`src/rtl/ex_stage_pipe.sv`:
```
// ex_stage_pipe: ID/EX pipeline register, 32-bit ARM-style ALU with an NZCV
// status register, and the EX/MEM pipeline register.
// The PC travels with its instruction: id_pc -> ex_pc -> mem_pc.
// Optional feature macro: EXE_BRANCH_EN enables branch-target generation.
// Without it, br_taken and br_addr are tied to 0 and id_imm24 is ignored.
module ex_stage_pipe #(
  parameter int DW = 32,
  parameter int RW = 4
) (
  input  logic          clk,
  input  logic          rst,
  input  logic          freeze,
  input  logic          flush,
  input  logic [DW-1:0] id_pc,
  input  logic [3:0]    id_exe_cmd,
  input  logic [DW-1:0] id_val1,
  input  logic [DW-1:0] id_val2,
  input  logic [DW-1:0] id_val_rm,
  input  logic [RW-1:0] id_dest,
  input  logic          id_wb_en,
  input  logic          id_mem_r,
  input  logic          id_mem_w,
  input  logic          id_s,
  input  logic          id_b,
  input  logic [23:0]   id_imm24,
  output logic [DW-1:0] ex_pc,
  output logic [DW-1:0] mem_pc,
  output logic [DW-1:0] mem_alu_res,
  output logic [DW-1:0] mem_val_rm,
  output logic [RW-1:0] mem_dest,
  output logic          mem_wb_en,
  output logic          mem_mem_r,
  output logic          mem_mem_w,
  output logic [3:0]    status,
  output logic          br_taken,
  output logic [DW-1:0] br_addr
);

  // Signed overflow of a + b: operands agree in sign, result disagrees.
  function automatic logic add_ovf(input logic a_msb, input logic b_msb, input logic r_msb);
    add_ovf = (a_msb == b_msb) && (r_msb != a_msb);
  endfunction

  // Signed overflow of a - b: operands differ in sign, result disagrees with a.
  function automatic logic sub_ovf(input logic a_msb, input logic b_msb, input logic r_msb);
    sub_ovf = (a_msb != b_msb) && (r_msb != a_msb);
  endfunction

  // ID/EX contents
  logic [DW-1:0] ex_pc_r;
  logic [3:0]    cmd_r;
  logic [DW-1:0] v1_r;
  logic [DW-1:0] v2_r;
  logic [DW-1:0] vrm_r;
  logic [RW-1:0] dest_r;
  logic          wb_en_r;
  logic          mem_r_r;
  logic          mem_w_r;
  logic          s_r;
  logic          b_r;
  logic [23:0]   imm24_r;

  // EX/MEM contents and status
  logic [DW-1:0] mem_pc_r;
  logic [DW-1:0] mem_res_r;
  logic [DW-1:0] mem_vrm_r;
  logic [RW-1:0] mem_dest_r;
  logic          mem_wb_en_r;
  logic          mem_mem_r_r;
  logic          mem_mem_w_r;
  logic [3:0]    status_r;

  // ALU outputs
  logic [DW:0]   sum_s;
  logic [DW-1:0] res_s;
  logic          c_s;
  logic          v_s;
  logic          flags_ok_s;
  logic [3:0]    flags_s;

  // ID/EX register: reset and flush load a bubble, freeze holds, else capture
  always_ff @(posedge clk) begin
    if (!rst || flush) begin
      ex_pc_r <= {DW{1'b0}};
      cmd_r   <= 4'd0;
      v1_r    <= {DW{1'b0}};
      v2_r    <= {DW{1'b0}};
      vrm_r   <= {DW{1'b0}};
      dest_r  <= {RW{1'b0}};
      wb_en_r <= 1'b0;
      mem_r_r <= 1'b0;
      mem_w_r <= 1'b0;
      s_r     <= 1'b0;
      b_r     <= 1'b0;
      imm24_r <= 24'd0;
    end else if (!freeze) begin
      ex_pc_r <= id_pc;
      cmd_r   <= id_exe_cmd;
      v1_r    <= id_val1;
      v2_r    <= id_val2;
      vrm_r   <= id_val_rm;
      dest_r  <= id_dest;
      wb_en_r <= id_wb_en;
      mem_r_r <= id_mem_r;
      mem_w_r <= id_mem_w;
      s_r     <= id_s;
      b_r     <= id_b;
      imm24_r <= id_imm24;
    end
  end

  // ALU: result plus C/V; logical ops keep C/V, unknown opcodes leave flags alone
  always_comb begin
    sum_s      = {(DW + 1){1'b0}};
    res_s      = {DW{1'b0}};
    c_s        = status_r[1];
    v_s        = status_r[0];
    flags_ok_s = 1'b1;
    case (cmd_r)
      4'b0001: res_s = v2_r;
      4'b1001: res_s = ~v2_r;
      4'b0010, 4'b1010: begin
        sum_s = {1'b0, v1_r} + {1'b0, v2_r};
        res_s = sum_s[DW-1:0];
        c_s   = sum_s[DW];
        v_s   = add_ovf(v1_r[DW-1], v2_r[DW-1], sum_s[DW-1]);
      end
      4'b0011: begin
        sum_s = {1'b0, v1_r} + {1'b0, v2_r} + {{DW{1'b0}}, status_r[1]};
        res_s = sum_s[DW-1:0];
        c_s   = sum_s[DW];
        v_s   = add_ovf(v1_r[DW-1], v2_r[DW-1], sum_s[DW-1]);
      end
      4'b0100, 4'b1100: begin
        // subtraction as a + ~b + 1 so carry-out means "no borrow"
        sum_s = {1'b0, v1_r} + {1'b0, ~v2_r} + {{DW{1'b0}}, 1'b1};
        res_s = sum_s[DW-1:0];
        c_s   = sum_s[DW];
        v_s   = sub_ovf(v1_r[DW-1], v2_r[DW-1], sum_s[DW-1]);
      end
      4'b0101: begin
        // a - b - !cin == a + ~b + cin
        sum_s = {1'b0, v1_r} + {1'b0, ~v2_r} + {{DW{1'b0}}, status_r[1]};
        res_s = sum_s[DW-1:0];
        c_s   = sum_s[DW];
        v_s   = sub_ovf(v1_r[DW-1], v2_r[DW-1], sum_s[DW-1]);
      end
      4'b0110, 4'b1110: res_s = v1_r & v2_r;
      4'b0111: res_s = v1_r | v2_r;
      4'b1000: res_s = v1_r ^ v2_r;
      default: begin
        res_s      = {DW{1'b0}};
        flags_ok_s = 1'b0;
      end
    endcase
    flags_s = {res_s[DW-1], (res_s == {DW{1'b0}}), c_s, v_s};
  end

  // EX/MEM register: captures the execute outputs every cycle
  always_ff @(posedge clk) begin
    if (!rst) begin
      mem_pc_r    <= {DW{1'b0}};
      mem_res_r   <= {DW{1'b0}};
      mem_vrm_r   <= {DW{1'b0}};
      mem_dest_r  <= {RW{1'b0}};
      mem_wb_en_r <= 1'b0;
      mem_mem_r_r <= 1'b0;
      mem_mem_w_r <= 1'b0;
    end else begin
      mem_pc_r    <= ex_pc_r;
      mem_res_r   <= res_s;
      mem_vrm_r   <= vrm_r;
      mem_dest_r  <= dest_r;
      mem_wb_en_r <= wb_en_r;
      mem_mem_r_r <= mem_r_r;
      mem_mem_w_r <= mem_w_r;
    end
  end

  // Status register: loads new NZCV only for flag-setting, recognised ops
  always_ff @(posedge clk) begin
    if (!rst) begin
      status_r <= 4'b0000;
    end else if (s_r && flags_ok_s) begin
      status_r <= flags_s;
    end
  end

  assign ex_pc       = ex_pc_r;
  assign mem_pc      = mem_pc_r;
  assign mem_alu_res = mem_res_r;
  assign mem_val_rm  = mem_vrm_r;
  assign mem_dest    = mem_dest_r;
  assign mem_wb_en   = mem_wb_en_r;
  assign mem_mem_r   = mem_mem_r_r;
  assign mem_mem_w   = mem_mem_w_r;
  assign status      = status_r;

`ifdef EXE_BRANCH_EN
  // branch target: PC + 4 + sign-extended word offset, wrapping at DW bits
  assign br_taken = b_r;
  assign br_addr  = ex_pc_r + {{(DW - 3){1'b0}}, 3'd4} + {{(DW - 26){imm24_r[23]}}, imm24_r, 2'b00};
`else
  // branch path absent: the b bit and offset are carried but not consumed
  logic unused_branch_s;
  assign unused_branch_s = ^{b_r, imm24_r};
  assign br_taken = 1'b0;
  assign br_addr  = {DW{1'b0}};
`endif

endmodule

```
`config.mk`:
```
export PLATFORM = sky130hd
export DESIGN_NAME = ex_stage_pipe
export DESIGN_NICKNAME = d
export VERILOG_FILES = /design/src/rtl/ex_stage_pipe.sv
export SDC_FILE = /design/constraint.sdc
export NUM_CORES = 1
export LEC_CHECK = 0
export CAP_MARGIN = 20
export CORE_MARGIN = 5
export CORE_UTILIZATION = 41
export CTS_CLUSTER_DIAMETER = 200
export DETAILED_ROUTE_END_ITERATION = 10
export DONT_BUFFER_PORTS = 1
export GPL_TIMING_DRIVEN = 0
export MAX_ROUTING_LAYER = met4
export PLACE_DENSITY = 0.53
export SLEW_MARGIN = 20
export SYNTH_ARGS = -nofsm -noshare
export SYNTH_HDL_FRONTEND = slang
export SYNTH_SLANG_ARGS = --single-unit
```
`constraint.sdc`:
```
create_clock -name clk -period 12.3 [get_ports clk]
set_clock_uncertainty 0.15 [all_clocks]
set_input_delay 3.075 -clock clk [delete_from_list [all_inputs] [get_ports clk]]
set_output_delay 3.075 -clock clk [all_outputs]
set_load 0.1 [all_outputs]
```
==> run summary, run 1 <==
fresh numbers from the pnr run: total clock network power=0.837 mW, number of buffers inserted by port buffering=0, number of core rows=76, Fmax achieved=0.175 GHz, met3 WL=5650 um, final period utilization=46.4%, library cell with the largest summed area after synthesis=dfxtp_1, ranking of synthesized cells by instance count=nor2_1 (249), dfxtp_1 (247), mux2i_1 (176), ha_1 (106), nand2_1 (99), Peak VDD IR=135 uV, number of warnings issued by yosys=0, Top Usage Layer GRT=met2, count of endpoints failing hold in the final timing report=0, PD cells=120 mW/mm^2, status=finished clean, Highest Signal Layer=met4, highest cell delay on the worst timing path=0.63 ns, setup TNS after final layout=0 ns, Period minus WS final=5.70 ns, total congestion overflow after global routing=0, maximum buffer depth of the clock tree=3, MaxCap Viol Count=0, Synth Instances=2147, most used cell, CP=nand4_1, met1 wire length=29600 um, top power group=sequential cells, series of cell instances along the critical path=ha_1, inv_1, fa_1, nor2b_1, o21a_1, nor3_1, a311oi_1, nand4_1, nor4_1, and2_1, clkbuf_1, xor2_1, a211oi_1, nand4_1, nor4_1, nand4_1, o31ai_2, Gate power share=24.8%, met3 track demand over resource=6.73%, most area-consuming cells after synthesis=dfxtp_1 (28%), mux2i_1 (10%), ha_1 (7.5%), nor2_1 (5.3%), xnor2_1 (3.6%), Top Layout Cells=nor2_1 (249), dfxtp_1 (245), mux2i_1 (176), yosys cell count=2147, crit path to=status[2], logic depth of the worst register-to-register path=17, final worst setup slack=6.60 ns, sequential group share of total power=39.4%, number of tap cells added at floorplan=585, Largest type area fraction=28.0%, wire length of the first global-routing pass=98400 um, origin of the worst min-delay path=mem_w_r, synthesis area per yosys=0.0177 mm^2, area fraction in mux cells=10.1%, fraction of power spent switching nets=35.0%, clock buf count=38, area overhead of the layout relative to synthesis=10.2%, antenna diode count=1, yosys simple share=23.4%, share of the core filled by cells before placement=41.2%, number of logic gates=1665, unique cell type count in the Yosys netlist=108, unrepaired setup endpoints after global routing=false, vias per std cell=5.82, overall global routing resource usage=27.3%, area of placed instances=0.0185 mm^2, Cell Count, Final, Fillers Out=2812, Critical Path RT=12.63 ns, number of primary I/O pins=341, vias in the first global route=15700, share of the synthesized netlist area taken by xor and xnor gates=4.66%, Post-Synth AOI/OAI Area=19.3%, clock sinks=247, TritonCTS clock tree=done, worst slew slack as a fraction of its limit=22.6%, number of remaining DRC errors=0, Clock H-tree levels=1, share of the yosys chip area belonging to registers=28.0%, final total power=2.33 mW, number of synthesized flops with an enable pin=0, Core Region=0.0429 mm^2, share of cells above drive strength 1=8.27%, Static Leakage=7.59 nW, most frequent logic cell in the layout=nor2_1, start point of the critical path=v2_r[0], sequential share of cell area=25.4%, Mean Syn Cell Area=8.22 um^2, min-delay worst type=reg2reg, startpoint types=register, Flop Count=247, Met2 Wirelength=29100 um, Synth top cell by count=nor2_1, Hold Crit Endpoint=mem_mem_w, share of final layout cell area taken by clock buffers and inverters=4.74%, fraction of synthesis flops using an asynchronous set or reset pin=0%, height of the die=218 um, largest net degree at the start of global routing=15, Pins Over Slew Limit=0, Reg clk slew, reported paths=0.06 ns, # nets final=2484, endpoint of the worst register-to-register path=status[2], FA/HA/MAJ Cells, Area Fraction=7.74%, Worst Max-Slew Pin Slew=1.16 ns, tool warning count=120, CTS buffer count=26, insertion delay at the late pin of the worst-skew pair=0.57 ns, final weighted congestion in routability-driven placement=0.942, horizontal die size=218 um, FF+latch area=0.00495 mm^2, Inverters excl. clock=104, core occupancy in the finished layout=45.4%, flops & latches, synth=247, Stages on worst setup path=17, path type of the worst setup path=reg2reg, final setup violating endpoints=0, post-cts resize count=0, estimated wirelength of the detail-placed design=53800 um, full die area=0.0473 mm^2, worst hold slack=0.295 ns, wire per inst=23.4 um, Clk network pwr share=35.9%, biggest cell category by area in the final layout=logic gates
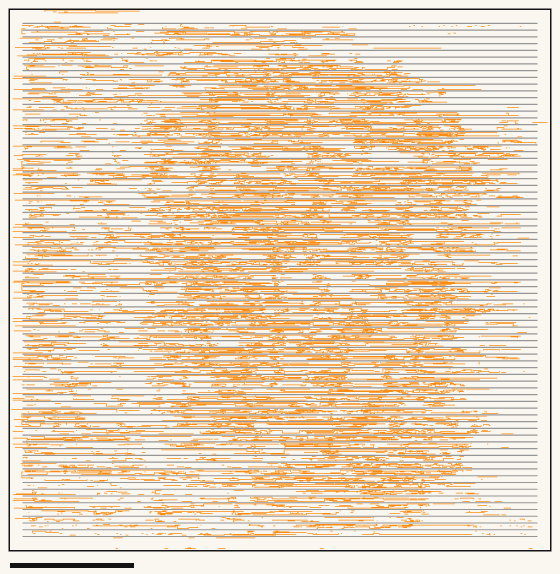
run_1/met1.png
Scale bar: 50 um. Supply wires on this layer in grey.
share of all routed wire	45%
nets with wire on the layer	2269
wire length on this layer	29.6 mm
main direction	horizontal
Vias: 16400
GR Util met1: 36.6%

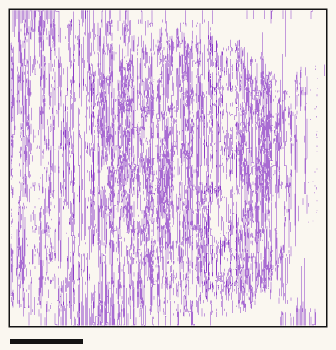
run_1/met2.png
Scale bar: 50 um.
nets with wire on the layer	2015
main direction	vertical
wire length on this layer	29.1 mm
share of all routed wire	44%
met2 Resource Use GR: 42.0%
Total Routed Length: 65900 um

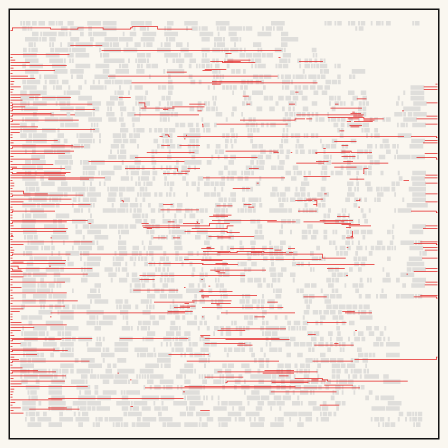
run_1/met3.png
Cells faint in the background.
wire length on this layer	5650 um
share of all routed wire	8.6%
longest straight run	123 um
main direction	horizontal
nets with wire on the layer	335

==> run 2: changes to the inputs <==
--- a/config.mk
+++ b/config.mk
@@ -13,7 +13,7 @@
 export DONT_BUFFER_PORTS = 1
 export GPL_TIMING_DRIVEN = 0
 export MAX_ROUTING_LAYER = met4
-export PLACE_DENSITY = 0.53
+export PLACE_DENSITY = 0.55
 export SLEW_MARGIN = 20
 export SYNTH_ARGS = -nofsm -noshare
 export SYNTH_HDL_FRONTEND = slang
==> constraint.sdc (replaced) <==
create_clock -name clk -period 5.2 [get_ports clk]
set_clock_uncertainty 0.15 [all_clocks]
set_input_delay 1.3 -clock clk [delete_from_list [all_inputs] [get_ports clk]]
set_output_delay 1.3 -clock clk [all_outputs]
set_load 0.1 [all_outputs]
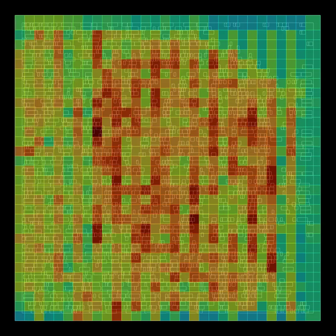
run_2/final_congestion.png
core occupancy in the finished layout: 47.0%
Top Usage Layer GRT: met2

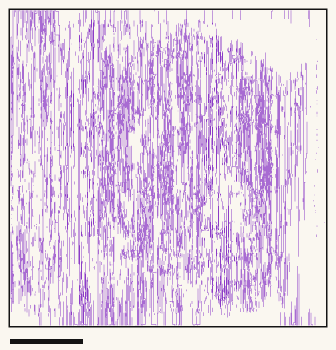
run_2/met2.png
Scale bar: 50 um.
share of all routed wire	44%
nets with wire on the layer	2075
wire length on this layer	29.5 mm
longest straight run	113 um
main direction	vertical
met2 Resource Use GR: 41.9%
Vias: 16700

==> run 2 against run 1 <==
Against the previous run:
- die area is the same
- critical path type unchanged
- sequential share of layout area shrank 0.87 points
- sequential power grew 140%
- hold slack gained 0.0093 ns
- critical endpoint unchanged
- combinational power grew to 2.6 times the previous value
- via count grew 2.0%
- register-to-register slack lost 6.5 ns
- final cell count grew 1.1%
- routed wire length grew 1.5%
- power grew 140%
- flip-flop count is the same
- clock power grew 120%
==> run summary, run 2 <==
fresh numbers from the pnr run: Static Leakage=7.86 nW (+3.6%), # nets final=2515 (+1.2%), Met2 Wirelength=29500 um (+1.3%), met3 track demand over resource=9.22% (+2.5 points), Cell Count, Final, Fillers Out=2844 (+1.1%), start point of the critical path=v2_r[7], Worst Max-Slew Pin Slew=1.10 ns (-0.0572 ns), PD cells=272 mW/mm^2 (+130%), biggest cell category by area in the final layout=logic gates, TritonCTS clock tree=done, Hold Path Cell Cnt=1, Critical Path RT=5.52 ns (-7.11 ns), final setup violating endpoints=0 (unchanged), most area-consuming cells after synthesis=dfxtp_1 (28%), mux2i_1 (10%), ha_1 (7.5%), nor2_1 (5.3%), xnor2_1 (3.6%), Inverters excl. clock=104 (unchanged), share of cell area taken by multi-input logic gates=60.4%, area fraction in mux cells=10.1% (unchanged), share of cells above drive strength 1=12.5% (+4.3 points), wire length of the first global-routing pass=98600 um (+0.19%), met1 wire length=28800 um (-2.6%), number of remaining DRC errors=0 (unchanged), largest net degree at the start of global routing=14 (-1), setup TNS after final layout=0 ns (unchanged), Gate power share=27.4% (+2.6 points), endpoint of the worst register-to-register path=status[2], number of non-clock buffers in the layout=193, Total Routed Length=66900 um (+1.5%), share of the core filled by cells before placement=41.2% (unchanged), number of warnings issued by yosys=0 (unchanged), CTS root buffer=clkbuf_16, number of buffers inserted by port buffering=0 (unchanged), number of tap cells added at floorplan=585 (unchanged), Stages on worst setup path=18 (+1), final weighted congestion in routability-driven placement=0.949 (+0.70%), maximum buffer depth of the clock tree=3 (unchanged), flops & latches, synth=247 (unchanged), MaxCap Viol Count=0 (unchanged), vias in the first global route=16100 (+2.7%), total congestion overflow after global routing=0 (unchanged), fraction of power spent switching nets=36.1% (+1.1 points), Flop Count=247 (unchanged), Hold Crit Endpoint=mem_val_rm[9], Mean Syn Cell Area=8.22 um^2 (unchanged), Clock H-tree levels=1 (unchanged), most used cell, CP=nand4_1, Primary FF master, synth=dfxtp_1, horizontal die size=218 um (unchanged), Top Layout Cells=nor2_1 (248), dfxtp_1 (244), mux2i_1 (176), Synth top cell by count=nor2_1, final period utilization=97.4% (+51 points), number of logic gates=1665 (unchanged), worst slew slack as a fraction of its limit=25.8% (+3.2 points), highest cell delay on the worst timing path=0.52 ns (-0.11 ns), drt pass-1 iters=5, yosys simple share=23.4% (unchanged), full die area=0.0473 mm^2 (unchanged), Post-Synth AOI/OAI Area=19.3% (unchanged), Period minus WS final=5.06 ns (-0.640 ns), estimated wirelength of the detail-placed design=54400 um (+1.1%), clock sinks=247 (unchanged), startpoint types=register, Fmax achieved=0.198 GHz (+13%), overall global routing resource usage=27.5% (+0.24 points), count of endpoints failing hold in the final timing report=0 (unchanged), number of antenna violations at the first check in global routing=5, Largest logic family=simple AND/OR/NAND/NOR gates, ranking of synthesized cells by instance count=nor2_1 (249), dfxtp_1 (247), mux2i_1 (176), ha_1 (106), nand2_1 (99), CTS buffer count=27 (+3.8%), insertion delay at the late pin of the worst-skew pair=0.58 ns (about the same), met3 WL=6910 um (+22%), GR Util met1=35.3% (-1.3 points), area of placed instances=0.0185 mm^2 (about the same), sequential group share of total power=39.6% (+0.2 points), unique cell type count in the Yosys netlist=108 (unchanged), area overhead of the layout relative to synthesis=14.1%, area used by multi-input combinational logic=0.0122 mm^2, worst hold slack=0.304 ns (+0.00925 ns), number of core rows=76 (unchanged), fraction of synthesis flops using an asynchronous set or reset pin=0% (unchanged), library cell with the largest summed area after synthesis=dfxtp_1, Highest Signal Layer=met4, path type of the worst setup path=reg2reg, number of primary I/O pins=341 (unchanged), FF+latch area=0.00495 mm^2 (about the same), cell-internal power=3.51 mW, total clock network power=1.81 mW (+120%), min-delay worst type=reg2reg, FA/HA/MAJ Cells, Area Fraction=7.74% (unchanged), clock buf count=36 (-5.3%), Crit path arrival time=5.38 ns, Clk network pwr share=33.0% (-2.9 points), origin of the worst min-delay path=vrm_r[9], sequential share of cell area=24.6% (-0.87 points), netlist area before placement=0.0177 mm^2, Reg clk slew, reported paths=0.06 ns (about the same), number of synthesized flops with an enable pin=0 (unchanged), logic depth of the worst register-to-register path=18 (+1), Largest type area fraction=28.0% (unchanged), final worst setup slack=0.137 ns (-6.46 ns), status=finished clean, r2r startpoint=v2_r[7], tool warning count=120 (unchanged), share of the synthesized netlist area taken by xor and xnor gates=4.66% (unchanged), crit path to=status[2], post-cts resize count=32 (+32), Synth Instances=2147 (unchanged), yosys cell count=2147 (unchanged), final total power=5.49 mW (+140%), share of the yosys chip area belonging to registers=28.0% (unchanged), FF-to-FF setup slack=0.14 ns, vias per std cell=5.86 (+0.82%), top power group=sequential cells, share of final layout cell area taken by clock buffers and inverters=4.09% (-0.65 points), height of the die=218 um (unchanged), antenna diode count=4 (+3), Pins Over Slew Limit=0 (unchanged), Peak VDD IR=313 uV (+130%), wire per inst=23.5 um (+0.38%), synthesis area per yosys=0.0177 mm^2 (unchanged), Core Region=0.0429 mm^2 (unchanged), series of cell instances along the critical path=inv_1, ha_1, buf_4, buf_2, a21o_1, nor2_1, a221oi_1, a311oi_2, nand4_1, buf_4, o311a_1, a211oi_1, nand4_1, nor4_1, nand4_1, nor4_2, nand4_1, o31ai_2, most frequent logic cell in the layout=nor2_1
Power figures rest on the tool's default switching activity, not on a simulated workload.
